File: config.mk
export PLATFORM = sky130hd
export DESIGN_NAME = clk_period_meter
export DESIGN_NICKNAME = d
export VERILOG_FILES = /design/src/rtl/clk_period_meter.sv
export SDC_FILE = /design/constraint.sdc
export NUM_CORES = 1
export LEC_CHECK = 0
export CORE_ASPECT_RATIO = 1.1
export CORE_UTILIZATION = 30
export CTS_CLUSTER_DIAMETER = 50
export DETAILED_ROUTE_END_ITERATION = 8
export SLEW_MARGIN = 20
export SYNTH_ARGS = -nofsm -noshare
export SYNTH_HDL_FRONTEND = slang
export SYNTH_SLANG_ARGS = --single-unit
File: constraint.sdc
create_clock -name clk -period 2.7 [get_ports clk]
set_clock_uncertainty 0.15 [all_clocks]
set_input_delay 0.54 -clock clk [delete_from_list [all_inputs] [get_ports clk]]
set_output_delay 0.54 -clock clk [all_outputs]
set_load 0.05 [all_outputs]
File: src/rtl/clk_period_meter.sv
// Measures high/low phase lengths and period of an asynchronous divided clock
// in units of clk cycles, with sticky overflow and a period-stability lock flag.
module clk_period_meter #(
    parameter int CNT_W      = 8,
    parameter int LOCK_COUNT = 4
) (
    input  logic             clk,
    input  logic             reset,
    input  logic             sig_in,
    input  logic             clr,
    output logic [CNT_W-1:0] high_cnt,
    output logic [CNT_W-1:0] low_cnt,
    output logic [CNT_W:0]   period,
    output logic             meas_valid,
    output logic             locked,
    output logic             overflow
);

    localparam int                MW        = (LOCK_COUNT > 1) ? $clog2(LOCK_COUNT) : 1;
    localparam logic [MW-1:0]     MATCH_MAX = MW'(LOCK_COUNT - 1);
    localparam logic [CNT_W-1:0]  CNT_MAX   = '1;

    typedef enum logic [1:0] {IDLE, HIGH, LOW} state_t;

    state_t           state;
    logic             s1, s2, s3;
    logic             rise, fall;
    logic [CNT_W-1:0] cnt;
    logic [CNT_W-1:0] high_lat;
    logic [CNT_W:0]   prev_period;
    logic             prev_valid;
    logic [MW-1:0]    match_cnt;
    logic [CNT_W:0]   new_period;
    logic [MW-1:0]    next_match;

    always_ff @(posedge clk or posedge reset) begin
        if (reset) begin
            s1 <= 1'b0;
            s2 <= 1'b0;
            s3 <= 1'b0;
        end else begin
            s1 <= sig_in;
            s2 <= s1;
            s3 <= s2;
        end
    end

    assign rise = s2 & ~s3;
    assign fall = ~s2 & s3;

    always_comb begin
        new_period = {1'b0, high_lat} + {1'b0, cnt};
        next_match = '0;
        if (prev_valid && (new_period == prev_period))
            next_match = (match_cnt == MATCH_MAX) ? match_cnt : match_cnt + 1'b1;
    end

    always_ff @(posedge clk or posedge reset) begin
        if (reset) begin
            state       <= IDLE;
            cnt         <= '0;
            high_lat    <= '0;
            high_cnt    <= '0;
            low_cnt     <= '0;
            period      <= '0;
            prev_period <= '0;
            prev_valid  <= 1'b0;
            match_cnt   <= '0;
            meas_valid  <= 1'b0;
            locked      <= 1'b0;
            overflow    <= 1'b0;
        end else begin
            meas_valid <= 1'b0;
            if (clr) begin
                state      <= IDLE;
                cnt        <= '0;
                high_cnt   <= '0;
                low_cnt    <= '0;
                period     <= '0;
                prev_valid <= 1'b0;
                match_cnt  <= '0;
                locked     <= 1'b0;
                overflow   <= 1'b0;
            end else begin
                case (state)
                    IDLE: begin
                        if (rise) begin
                            state <= HIGH;
                            cnt   <= CNT_W'(1);
                        end
                    end
                    HIGH: begin
                        if (fall) begin
                            high_lat <= cnt;
                            cnt      <= CNT_W'(1);
                            state    <= LOW;
                        end else if (cnt == CNT_MAX) begin
                            state      <= IDLE;
                            cnt        <= '0;
                            overflow   <= 1'b1;
                            locked     <= 1'b0;
                            match_cnt  <= '0;
                            prev_valid <= 1'b0;
                        end else begin
                            cnt <= cnt + 1'b1;
                        end
                    end
                    LOW: begin
                        if (rise) begin
                            // Rise closes the period: publish and restart the high phase.
                            state       <= HIGH;
                            cnt         <= CNT_W'(1);
                            high_cnt    <= high_lat;
                            low_cnt     <= cnt;
                            period      <= new_period;
                            meas_valid  <= 1'b1;
                            prev_period <= new_period;
                            prev_valid  <= 1'b1;
                            match_cnt   <= next_match;
                            locked      <= (next_match == MATCH_MAX);
                        end else if (cnt == CNT_MAX) begin
                            state      <= IDLE;
                            cnt        <= '0;
                            overflow   <= 1'b1;
                            locked     <= 1'b0;
                            match_cnt  <= '0;
                            prev_valid <= 1'b0;
                        end else begin
                            cnt <= cnt + 1'b1;
                        end
                    end
                    default: state <= IDLE;
                endcase
            end
        end
    end

endmodule

==> summary.txt <==
Implementation results.

The detailed router reports a met2 wire length of 3686 µm. According to the timing report, the critical path is captured at match_cnt[1]. The placed wire-length estimate after detailed placement is between 5000 and 6000 µm. The number of buffers added by the clock tree synthesis step is 9. Global routing used 25.30% of the available met2 tracks. In the Yosys stats the netlist draws on 51 distinct library cells. The relative contribution of combinational cells to total power is about 8.6%.

The CTS root buffer is clkbuf_8. The area share of and/or/nand/nor cells after synthesis is ~18%. The final layout reports a setup TNS of 0 ns. The clock group total power is 1040 µW. The layer with the highest usage after global routing is met2. The buffers plus inverters on the worst setup path is 0. The clock tree synthesis step divided the H-tree into 3 levels. The critical hold path startpoint is s1.

Per the OpenROAD timing report, the critical path contains 8 cells. The number of nets in the layout is 390. The highest ir drop seen on vdd is between 0.0002 and 0.00025 V.

The cell area after placement is 3720 µm². The class of the worst hold path is reg -> reg. At the pin with the least slew margin, the transition time is about 0.5 ns. The longest incremental delay of any stage on the critical path is reported as 0.55 ns. The post-synthesis share of cell area spent on xor and xnor gates is 4.459%. The registers reported with the highest flop counts are period (9), prev_period (9). Of the post-synthesis cell area, the dominant cell type holds 48.57%. Detailed routing inserted a total of roughly 2500 vias. The placement summary gives the final routability congestion estimate as 0.8334.

For reference, compound AND-OR and OR-AND cells occupy 17.48% of the area reported after synthesis. STA on the placed design reports a worst setup slack of 0.04994 ns. The worst-path maximum fanout is 3. The die width is about 100 µm. The endpoint of the lowest-slack register-to-register path is match_cnt[1]. The DRC violation total left in the routed layout is recorded as 0. Global routing used 16.61% of the available met1 tracks. The post-cts hold buffer count is 0. Per the timing report, the most critical flop-to-flop path originates at high_lat[0].

The most area-hungry cell class in the final design is combinational gates. Per the cell usage report, the commonest logic cells after layout are nand2_1, dfrtp_1, clkdlybuf4s50_1. The buffer_ports step reported a buffer count of 31.

The warning count from the yosys run is 0. Power attributed to sequential cells is roughly 950 µW. The total nets after synthesis is 342. Among the non-sequential cells, simple AND/OR/NAND/NOR gates take the most area. Setup slack on the critical path of the routed design comes to between 0.1 and 0.15 ns.

For met3 alone, demand over resource in global routing was under 10%. The endpoint with the worst hold slack is s2. The total number of multi-input combinational cells is between 200 and 250. The number of placed I/O pins is 32. The multi-input combinational cells in the finished layout cover a total of between 1500 and 2000 µm². Clock tree synthesis found a total of roughly 60 sinks.

Endpoints failing hold in the final report were tallied at 0. The number of gates given a new drive strength after cts is 0. The register area is 1526 µm². The power in combinational cells is 188 µW. The global routing usage summed across all routing layers is 14.30%. The startpoint of the most critical setup path is high_lat[0].

The total of plain and repair buffers excluding clock buffers is roughly 49. After layout, the inverter instance count without clock inverters stands at 7. The highest metal layer carrying signal wires in the routed design is met4.

Setup repair after global routing left no endpoint under its margin. The layout stage reports a final design area of 3996 µm². Counting flops with an async set or reset pin after synthesis yields a share of 100.0%. The worst setup path is captured at a flip-flop.

The highest clock rate this design can be run at is 387.0 MHz. After synthesis, the chip area reported by Yosys is ~3100 µm². The script computed a power per unit cell area of around 540 nW/µm². After synthesis the netlist holds a flip-flop and latch count of about 61. Per the GRT congestion report, total overflow comes to 0. The die area is 10890 µm². The tightest slew margin relative to the limit is 66.13%. Counting flops with a built-in enable in the synthesized netlist gives 0.

The report lists the cells along the critical path as ha_2 > fa_2 > xnor2_1 > nand3_1 > nor4_2 > o2111ai_2 > a2111oi_4 > o22a_1. The insertion delay to the later sink of the worst-skew pair is 0.35 ns. The internal power summed over all cells is 1674 µW. TritonCTS built the clock tree.

For this run, the detailed router's first-pass iteration total came to 4. Data on the critical path is required at its endpoint by 2.84 ns. The synthesis stats list as the most numerous cell nand2_1.

By instance count after routing, the leading logic cell type is nand2_1. The run finished with clean final reports. The leading register cell type out of synthesis is dfrtp_1. The number of placed instances, taps included, is 500.
flops_by_reg.png
Scale bar: 20 µm.
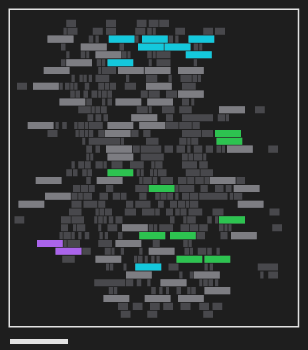
| colour | name in the netlist | placed flops |
|---|---|---|
| purple | state | 2 |
| green | prev_period | 9 |
| cyan | high_cnt | 8 |
not coloured: 42
share of cell area taken by flip-flops and latches: 38.20%
fin util: 39.84%

placement.png
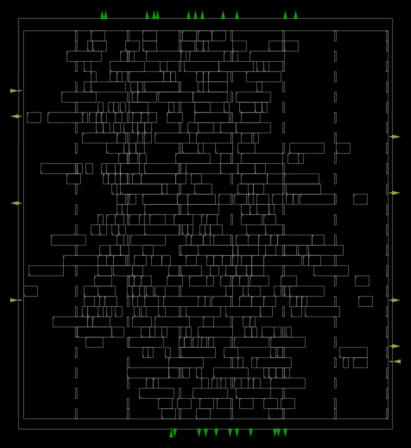
num rows: 38
flop count: 61
post-layout instance count excluding filler cells: 517
fill count: 994
n_taps: 140

Power figures rest on the tool's default switching activity, not on a simulated workload.
